### Met1 routing, run 1

Scale: 3 px per µm.
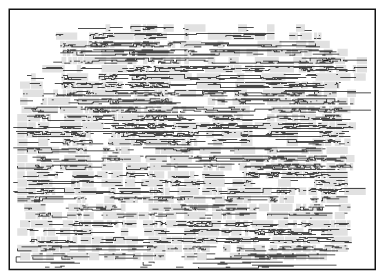
### Signal wires on met2, run 1

Scale: 4 px per µm.
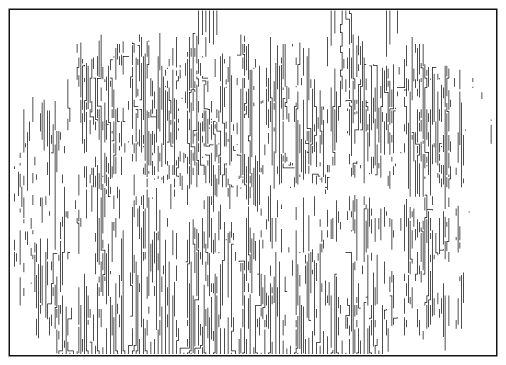
### The metal 3 layer, run 1

Scale: 2 px per µm.
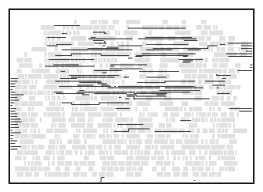
### Signal wires on met4, run 1

Scale: 2 px per µm.
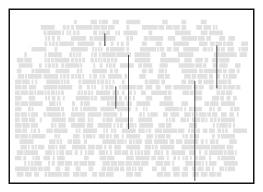
--- src/rtl/mdu_scoreboard_pkg.sv ---
// Shared types and constants for the MDU scoreboard / writeback scheduler.
package mdu_scoreboard_pkg;

    localparam int REG_ADDR_W = 5;
    localparam int NUM_REGS   = 1 << REG_ADDR_W;

    typedef enum logic [1:0] {
        SB_EMPTY,
        SB_PENDING,
        SB_HOLD
    } sb_state_t;

endpackage

--- src/rtl/mdu_scoreboard_if.sv ---
// Decode, issue, MDU-result, pipeline-writeback and register-file signals of the scoreboard.
interface mdu_scoreboard_if #(
    parameter int XLEN = 32
) ();
    import mdu_scoreboard_pkg::*;

    logic                  de_valid;
    logic [REG_ADDR_W-1:0] de_rs1;
    logic [REG_ADDR_W-1:0] de_rs2;
    logic [REG_ADDR_W-1:0] de_rd;
    logic                  sb_stall;

    logic                  iss_valid;
    logic [REG_ADDR_W-1:0] iss_rd;

    logic                  mdu_done_valid;
    logic [REG_ADDR_W-1:0] mdu_done_rd;
    logic [XLEN-1:0]       mdu_done_data;
    logic                  mdu_done_ready;

    logic                  pipe_wb_valid;
    logic [REG_ADDR_W-1:0] pipe_wb_rd;
    logic [XLEN-1:0]       pipe_wb_data;
    logic                  wb_hold;

    logic                  rf_we;
    logic [REG_ADDR_W-1:0] rf_waddr;
    logic [XLEN-1:0]       rf_wdata;

    modport master (
        output de_valid, de_rs1, de_rs2, de_rd,
        output iss_valid, iss_rd,
        output mdu_done_valid, mdu_done_rd, mdu_done_data,
        output pipe_wb_valid, pipe_wb_rd, pipe_wb_data,
        input  sb_stall, mdu_done_ready, wb_hold, rf_we, rf_waddr, rf_wdata
    );

    modport slave (
        input  de_valid, de_rs1, de_rs2, de_rd,
        input  iss_valid, iss_rd,
        input  mdu_done_valid, mdu_done_rd, mdu_done_data,
        input  pipe_wb_valid, pipe_wb_rd, pipe_wb_data,
        output sb_stall, mdu_done_ready, wb_hold, rf_we, rf_waddr, rf_wdata
    );

endinterface

--- src/rtl/mdu_scoreboard.sv ---
// MDU scoreboard: busy-bit hazard stall plus a one-entry result buffer that
// shares the register-file write port with the pipeline, forcing a slot after starvation.
module mdu_scoreboard
    import mdu_scoreboard_pkg::*;
#(
    parameter int XLEN         = 32,
    parameter int STARVE_LIMIT = 4
) (
    input  logic            clk,
    input  logic            reset,
    mdu_scoreboard_if.slave sb
);

    localparam logic [3:0] LIMIT = 4'(STARVE_LIMIT);

    sb_state_t             r_state;
    sb_state_t             w_state_nxt;
    logic [3:0]            r_starve;
    logic [3:0]            w_starve_nxt;
    logic [3:0]            w_starve_inc;
    logic [NUM_REGS-1:0]   r_busy;
    logic [NUM_REGS-1:0]   w_busy_nxt;
    logic [REG_ADDR_W-1:0] r_hold_rd;
    logic [XLEN-1:0]       r_hold_data;
    logic                  r_wb_hold;
    logic                  w_accept;
    logic                  w_mdu_wr;

    assign w_starve_inc = r_starve + 4'd1;

    always_comb begin
        w_state_nxt  = r_state;
        w_starve_nxt = r_starve;
        w_accept     = 1'b0;
        w_mdu_wr     = 1'b0;
        unique case (r_state)
            SB_EMPTY: begin
                if (sb.mdu_done_valid) begin
                    w_accept     = 1'b1;
                    w_starve_nxt = '0;
                    w_state_nxt  = SB_PENDING;
                end
            end
            SB_PENDING, SB_HOLD: begin
                // x0 results are dropped silently; otherwise write only when the pipeline leaves the port idle
                if (r_hold_rd == '0) begin
                    w_state_nxt = SB_EMPTY;
                end else if (!sb.pipe_wb_valid) begin
                    w_mdu_wr    = 1'b1;
                    w_state_nxt = SB_EMPTY;
                end else if (r_state == SB_PENDING) begin
                    w_starve_nxt = w_starve_inc;
                    if (w_starve_inc >= LIMIT) begin
                        w_state_nxt = SB_HOLD;
                    end
                end
            end
            default: w_state_nxt = SB_EMPTY;
        endcase
    end

    always_comb begin
        w_busy_nxt = r_busy;
        if (w_mdu_wr) begin
            w_busy_nxt[r_hold_rd] = 1'b0;
        end
        if (sb.iss_valid && (sb.iss_rd != '0)) begin
            w_busy_nxt[sb.iss_rd] = 1'b1;
        end
    end

    always_ff @(posedge clk) begin
        if (reset) begin
            r_state     <= SB_EMPTY;
            r_starve    <= '0;
            r_busy      <= '0;
            r_hold_rd   <= '0;
            r_hold_data <= '0;
            r_wb_hold   <= 1'b0;
        end else begin
            r_state   <= w_state_nxt;
            r_starve  <= w_starve_nxt;
            r_busy    <= w_busy_nxt;
            r_wb_hold <= (w_state_nxt == SB_HOLD);
            if (w_accept) begin
                r_hold_rd   <= sb.mdu_done_rd;
                r_hold_data <= sb.mdu_done_data;
            end
        end
    end

    // Stall reads the registered busy vector only: one extra stall cycle after writeback
    assign sb.sb_stall = !reset && sb.de_valid &&
                         (r_busy[sb.de_rs1] || r_busy[sb.de_rs2] || r_busy[sb.de_rd]);

    assign sb.mdu_done_ready = reset || (r_state == SB_EMPTY);
    assign sb.wb_hold        = r_wb_hold;

    assign sb.rf_we    = !reset && (sb.pipe_wb_valid || w_mdu_wr);
    assign sb.rf_waddr = sb.pipe_wb_valid ? sb.pipe_wb_rd   : r_hold_rd;
    assign sb.rf_wdata = sb.pipe_wb_valid ? sb.pipe_wb_data : r_hold_data;

endmodule

--- src/flat_wrapper.sv ---
// flat-port wrapper written by rule: the top's interface ports become plain ports
module mdu_scoreboard_flat import mdu_scoreboard_pkg::*;
#(
    parameter int XLEN         = 32,
    parameter int STARVE_LIMIT = 4
)
  (clk, reset, sb_de_valid, sb_de_rs1, sb_de_rs2, sb_de_rd, sb_iss_valid, sb_iss_rd, sb_mdu_done_valid, sb_mdu_done_rd, sb_mdu_done_data, sb_pipe_wb_valid, sb_pipe_wb_rd, sb_pipe_wb_data, sb_sb_stall, sb_mdu_done_ready, sb_wb_hold, sb_rf_we, sb_rf_waddr, sb_rf_wdata);
  mdu_scoreboard_if #(.XLEN(XLEN)) sb_i ();
  input  logic clk;
  input  logic reset;
  input wire logic [$bits(sb_i.de_valid)-1:0] sb_de_valid;
  input wire logic [$bits(sb_i.de_rs1)-1:0] sb_de_rs1;
  input wire logic [$bits(sb_i.de_rs2)-1:0] sb_de_rs2;
  input wire logic [$bits(sb_i.de_rd)-1:0] sb_de_rd;
  input wire logic [$bits(sb_i.iss_valid)-1:0] sb_iss_valid;
  input wire logic [$bits(sb_i.iss_rd)-1:0] sb_iss_rd;
  input wire logic [$bits(sb_i.mdu_done_valid)-1:0] sb_mdu_done_valid;
  input wire logic [$bits(sb_i.mdu_done_rd)-1:0] sb_mdu_done_rd;
  input wire logic [$bits(sb_i.mdu_done_data)-1:0] sb_mdu_done_data;
  input wire logic [$bits(sb_i.pipe_wb_valid)-1:0] sb_pipe_wb_valid;
  input wire logic [$bits(sb_i.pipe_wb_rd)-1:0] sb_pipe_wb_rd;
  input wire logic [$bits(sb_i.pipe_wb_data)-1:0] sb_pipe_wb_data;
  output wire logic [$bits(sb_i.sb_stall)-1:0] sb_sb_stall;
  output wire logic [$bits(sb_i.mdu_done_ready)-1:0] sb_mdu_done_ready;
  output wire logic [$bits(sb_i.wb_hold)-1:0] sb_wb_hold;
  output wire logic [$bits(sb_i.rf_we)-1:0] sb_rf_we;
  output wire logic [$bits(sb_i.rf_waddr)-1:0] sb_rf_waddr;
  output wire logic [$bits(sb_i.rf_wdata)-1:0] sb_rf_wdata;
  assign sb_i.de_valid = sb_de_valid;
  assign sb_i.de_rs1 = sb_de_rs1;
  assign sb_i.de_rs2 = sb_de_rs2;
  assign sb_i.de_rd = sb_de_rd;
  assign sb_i.iss_valid = sb_iss_valid;
  assign sb_i.iss_rd = sb_iss_rd;
  assign sb_i.mdu_done_valid = sb_mdu_done_valid;
  assign sb_i.mdu_done_rd = sb_mdu_done_rd;
  assign sb_i.mdu_done_data = sb_mdu_done_data;
  assign sb_i.pipe_wb_valid = sb_pipe_wb_valid;
  assign sb_i.pipe_wb_rd = sb_pipe_wb_rd;
  assign sb_i.pipe_wb_data = sb_pipe_wb_data;
  assign sb_sb_stall = sb_i.sb_stall;
  assign sb_mdu_done_ready = sb_i.mdu_done_ready;
  assign sb_wb_hold = sb_i.wb_hold;
  assign sb_rf_we = sb_i.rf_we;
  assign sb_rf_waddr = sb_i.rf_waddr;
  assign sb_rf_wdata = sb_i.rf_wdata;
  mdu_scoreboard #(.XLEN(XLEN), .STARVE_LIMIT(STARVE_LIMIT)) u_core (.clk(clk), .reset(reset), .sb(sb_i));
endmodule
--- config.mk ---
export PLATFORM = sky130hd
export DESIGN_NAME = mdu_scoreboard_flat
export DESIGN_NICKNAME = d
export VERILOG_FILES = /design/src/rtl/mdu_scoreboard_pkg.sv /design/src/rtl/mdu_scoreboard_if.sv /design/src/rtl/mdu_scoreboard.sv /design/src/flat_wrapper.sv
export SDC_FILE = /design/constraint.sdc
export NUM_CORES = 1
export LEC_CHECK = 0
export CORE_ASPECT_RATIO = 0.7
export CORE_MARGIN = 2
export CORE_UTILIZATION = 45
export CTS_BUF_LIST = sky130_fd_sc_hd__clkbuf_2
export DETAILED_ROUTE_END_ITERATION = 12
export MAX_ROUTING_LAYER = met4
export PLACE_DENSITY = 0.78
export REMOVE_ABC_BUFFERS = 1
export SLEW_MARGIN = 20
export SYNTH_ARGS = -nofsm -noshare
export SYNTH_HDL_FRONTEND = slang
export SYNTH_SLANG_ARGS = --single-unit
export TNS_END_PERCENT = 20
--- constraint.sdc ---
create_clock -name clk -period 2.9 [get_ports clk]
set_input_delay 0.58 -clock clk [delete_from_list [all_inputs] [get_ports clk]]
set_output_delay 0.58 -clock clk [all_outputs]
set_load 0.05 [all_outputs]
==> metrics.yaml, run 1 <==
cts_tree: "yes"
std_cell_rows: 29
layout.cells.most_common: "nand2_1"
drc_errors: 0
gp_congestion: 0.958
max_stage_delay_ns: 0.50
grt_pass1_wl_um: 22300
switching_power_uw: 858
cts_max_level: 3
yosys_warnings: 0
min_delay_path_depth: 2
finalCriticalPeriod_ns: 3.05
skew_ns: 0.0391
yosys.area_share.adder_pct: 1.44
chipArea_mm2: 0.0105
holdBufCountCts: 0
synth_area_per_cell_um2: 8.28
via_per_inst: 5.72
synth_area_mm2: 0.00435
status: "complete, but fails checks"
core_area_mm2: 0.00922
die_h_um: 86.2
pre_cts_slack_ns: -0.540
clock-root-buffer: "clkbuf_2"
setup-tns-final_ns: -0.145
logic_family: "multiplexers"
period_used_pct: 105
port_buffers: 140
drtAntennaViolNets: 0
finalSetupViolations: 1
area_growth_pct: 42.0
violations: "setup timing"
power_frac_seq_pct: 45.1
final_util_pct: 67.0
fp_util_pct: 47.2
required_ns: 2.32
numCtsBuffers: 9
hp-start: "reset"
final_area_mm2: 0.00617
setup_ws_ns: -0.145
crit_type: "flop to output port"
drtPass1Iterations: 6
ys_cells: 525
cts.sinks: 76
nets: 776
## Picture notes: 'Met1 routing'
main direction = horizontal
nets with wire on the layer = 705
wire length on this layer = 6220 µm

## Picture notes: 'Signal wires on met2'
wire length on this layer = 6730 µm
nets with wire on the layer = 662
share of all routed wire = 47%
longest straight run = 31.3 µm

## Picture notes: 'The metal 3 layer'
wire length on this layer = 1300 µm
longest straight run = 38.2 µm
routed via count: 4575
Post-Route WL: 14400 µm
GRT met3 Usage: 5.46%

## Picture notes: 'Signal wires on met4'
nets with wire on the layer = 5
share of all routed wire = 0.87%
wire length on this layer = 124 µm
main direction = vertical

run 1: cells by family (layout without fill, tap and decap cells):
family / Yosys count / count (layout)
buf+inv: 44 / 195
xor+xnor: 2 / 2
compound gates: 136 / 136
simple gates: 196 / 196
fa+ha+maj: 5 / 5
flops: 76 / 76
mux: 66 / 66
run 1: power by group through the flow:
stage                     registers, mW  clock network, mW  logic, mW
after global placement             1.14                  0      0.708
after detailed placement           1.15                  0      0.720
after global routing               1.13              0.681      0.787
after floorplan                    1.13                  0      0.380
after CTS                          1.13              0.639      0.731
final                              1.12              0.626      0.741
run 1: Yosys cell counts:
cell	instances	area [µm²]
nand2b_1	14	87.6
o211ai_1	1	7.51
mux2_1	1	11.3
dfxtp_1	76	1520
nor2_1	18	67.6
or2_2	2	12.5
o2111ai_1	1	8.76
buf_1	6	22.5
mux2_2	42	473
nand2_1	124	465
o22ai_1	4	25.0
mux4_1	2	52.6
nand3_1	4	20.0
xnor2_1	1	8.76
ha_1	5	62.6
a2111oi_0	8	70.1
clkbuf_1	19	71.3
o31ai_1	1	7.51
inv_1	11	41.3
nor4_1	4	25.0
o2111a_1	1	11.3
xor2_1	1	8.76
mux4_2	12	270
nor3b_1	4	30.0
and2_1	3	18.8
o21ai_1	1	5.00
o211a_1	2	20.0
a311o_1	2	20.0
buf_2	4	20.0
a41o_1	1	10.0
mux2i_1	9	90.1
a2111oi_1	1	10.0
o21ai_0	34	170
nor4b_1	2	17.5
a311oi_1	3	26.3
a31oi_1	2	12.5
or4_1	2	15.0
or3_1	3	18.8
and3_1	1	6.26
nor3_1	3	15.0
a2bb2oi_1	1	8.76
a21oi_1	73	365
nor2b_1	12	75.1
buf_4	1	7.51
buf_6	3	33.8
run 1: state kept, by name, indices dropped and copies added (netlist names):
name                cells
u_core.sb.wb_hold       1
u_core.r_starve         4
u_core.r_state          2
u_core.r_hold_rd        5
u_core.r_busy          32
u_core.r_hold_data     32
run 1: how the worst max path moves through the flow:
stage	startpoint	to	slack, ns	depth (start not counted)
after floorplan	sb_de_rs1[2]	sb_sb_stall	-0.27	5
after global placement	sb_de_rs1[2]	sb_sb_stall	-0.50	7
after detailed placement	sb_de_rs1[2]	sb_sb_stall	-0.54	7
after CTS	sb_de_rs1[0]	sb_sb_stall	-0.16	7
after global routing	u_core.r_busy[1]	sb_sb_stall	-0.34	6
final	u_core.r_busy[1]	sb_sb_stall	-0.15	6
run 1: routing by layer:
metal	GRT usage [%]	part of all wire, %	up-vias
li1	-	-	2160
met4	5.22	0.86	0
met2	43.5	47	219
met3	5.46	9.0	13
met1	39.6	43	2183
met5	-	0	-
run 1: timing repair:
action	4_1_cts	5_1_grt
gates cloned	1	0
gates resized	19	29
pin swaps	4	5
endpoints found under the setup margin	2	1
buffers inserted	2	2
run 1: cell type report:
class                           count  area, µm²
Clock buffer                        9       45.0
Clock inverter                      7       81.3
Fill cell                         756       3040
Inverter                           11       41.3
Multi-Input combinational cell    405       2710
Sequential cell                    76       1550
Tap cell                          124        155
Timing Repair Buffer              168       1590
==> run 2, diff against run 1 <==
Settings changed: REMOVE_ABC_BUFFERS 1 to unset.
Clock period 2.9 ns to 3.3 ns, I/O delays scaled along.
### Routing congestion map, run 2

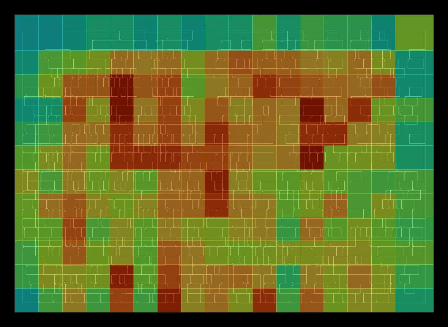
Global Route Usage Sum: 27.9%
GRT met3 Usage: 7.17%
Post-Route Utilization: 66.0%
post-DR wirelength/cell: 17.5 µm
met1 Usage GRT: 39.2%

### Signal wires on met2, run 2

Scale: 4 px per µm.
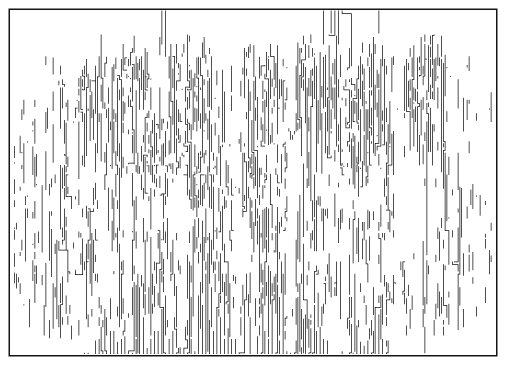
routed via count: 4540
met2 usage in global routing: 40.4%
Post-Route WL: 14000 µm

### Signal wires on met4, run 2

Scale: 2 px per µm.
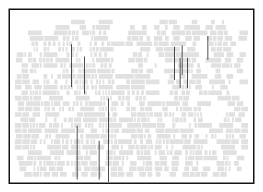
wire length on this layer = 199 µm
share of all routed wire = 1.4%
longest straight run = 41.5 µm

==> run 2 against run 1 <==
  * The flow now finishes without violations
  * Power is 14% lower
  * Critical path type is now primary input to output port
  * Highest routed layer unchanged
  * Global-route usage decreased by 0.44 points
  * Synthesized area did not move
  * Via count shrank 0.77%
  * Largest cell class unchanged
  * Critical path depth up 2
  * Combinational power fell by 14%
  * Sequential share of layout area about the same
  * Synthesized cell count did not move
  * Setup slack improved by 0.30 ns
==> metrics.yaml, run 2 <==
wl_met3_um: 1510
cts_max_level: 3
drc_errors: 0
max_stage_delay_ns: 0.50
setup_ws_ns: 0.157
yosysTopAreaCellShare_pct: 35.0
status: "completed"
drtAntennaViolNets: 0
cts_tree: "yes"
holdBufCountCts: 0
top_area_cell: "dfxtp_1"
finalCriticalPeriod_ns: 3.14
clock-root-buffer: "clkbuf_2"
synth_area_mm2: 0.00435
setup-tns-final_ns: 0
routed-wl-met2_um: 6070
numCtsBuffers: 9
required_ns: 2.64
area_growth_pct: 39.9
nets: 772
drtPass1Iterations: 6
die_h_um: 86.2
ys_async_sr_fraction_pct: 0
ys_cells: 525
crit_type: "primary input to output port"
drt-met1-wl_um: 6180
pre_cts_slack_ns: -0.320
fp_util_pct: 47.2
period_used_pct: 95.3
chipArea_mm2: 0.0105
==> run 2: cell counts after synthesis <==
No cell type changed its count.
==> run 2: cells by family (layout without fill, tap and decap cells) <==
logic type,after synthesis,after routing,share of synthesized area (%)
AND-OR/OR-AND,136,136,17.9
XOR/XNOR,2,2,0.403
adder cells (fa/ha/maj),5,5,1.44
buffers and inverters,44,191,4.52
flip-flops,76,76,35.0
multiplexers,66,66,20.6
AND/OR/NAND/NOR,196,196,20.1
==> run 2: path summary, 6_finish.rpt <==
path / startpoint / endpoint / cells after the start
max: sb_de_rs2[0] / sb_sb_stall / 8
min: u_core.r_hold_data[28] / u_core.r_hold_data[28] / 2
max reg2reg: u_core.r_state[0] / u_core.r_starve[2] / 7
min reg2reg: u_core.r_hold_data[28] / u_core.r_hold_data[28] / 2
==> run 2: final cells by class <==
class | count | area, µm²
sequential | 76 | 1520
fill | 788 | 3140
timing repair buffer | 164 | 1560
multi-input combinational | 405 | 2690
clock buffer | 10 | 50.0
tap | 124 | 155
inverter | 11 | 41.3
clock inverter | 6 | 62.6
==> run 2: worst min-delay path, cell delays in order (launching register included) <==
cell and delay [ns]:
dfxtp_1 0.35, nand2_1 0.05, a21oi_1 0.05
==> run 2: power breakdown <==
group / total (mW) / switching, mW / internal, mW
Sequential: 0.988 / 0.0313 / 0.957
Clock: 0.508 / 0.332 / 0.177
Combinational: 0.637 / 0.351 / 0.286
==> run 2: what timing repair did <==
| item | CTS | global route |
|---|---|---|
| pin swaps | 2 | 5 |
| cloned | 0 | 1 |
| buffers inserted | 1 | 2 |
| endpoints found under the setup margin | 1 | 1 |
| resized | 14 | 13 |
==> run 2: per-layer routing <==
metal,vias up,global-route usage (%)
met1,2129,39.2
li1,2142,-
met4,0,6.58
met3,22,7.17
met2,247,40.4
met5,-,-
==> run 2: per-stage QoR <==
| step | instance area (µm²) | total power [mW] |
|---|---|---|
| 2_1_floorplan | 4350 | 1.37 |
| 3_3_place_gp | 5860 | 1.62 |
| 3_5_place_dp | 5860 | 1.63 |
| 4_1_cts | 6020 | 2.14 |
| 5_1_grt | 6080 | 2.23 |
| 6_report | 6080 | 2.13 |
Power and IR drop assume default switching activity.
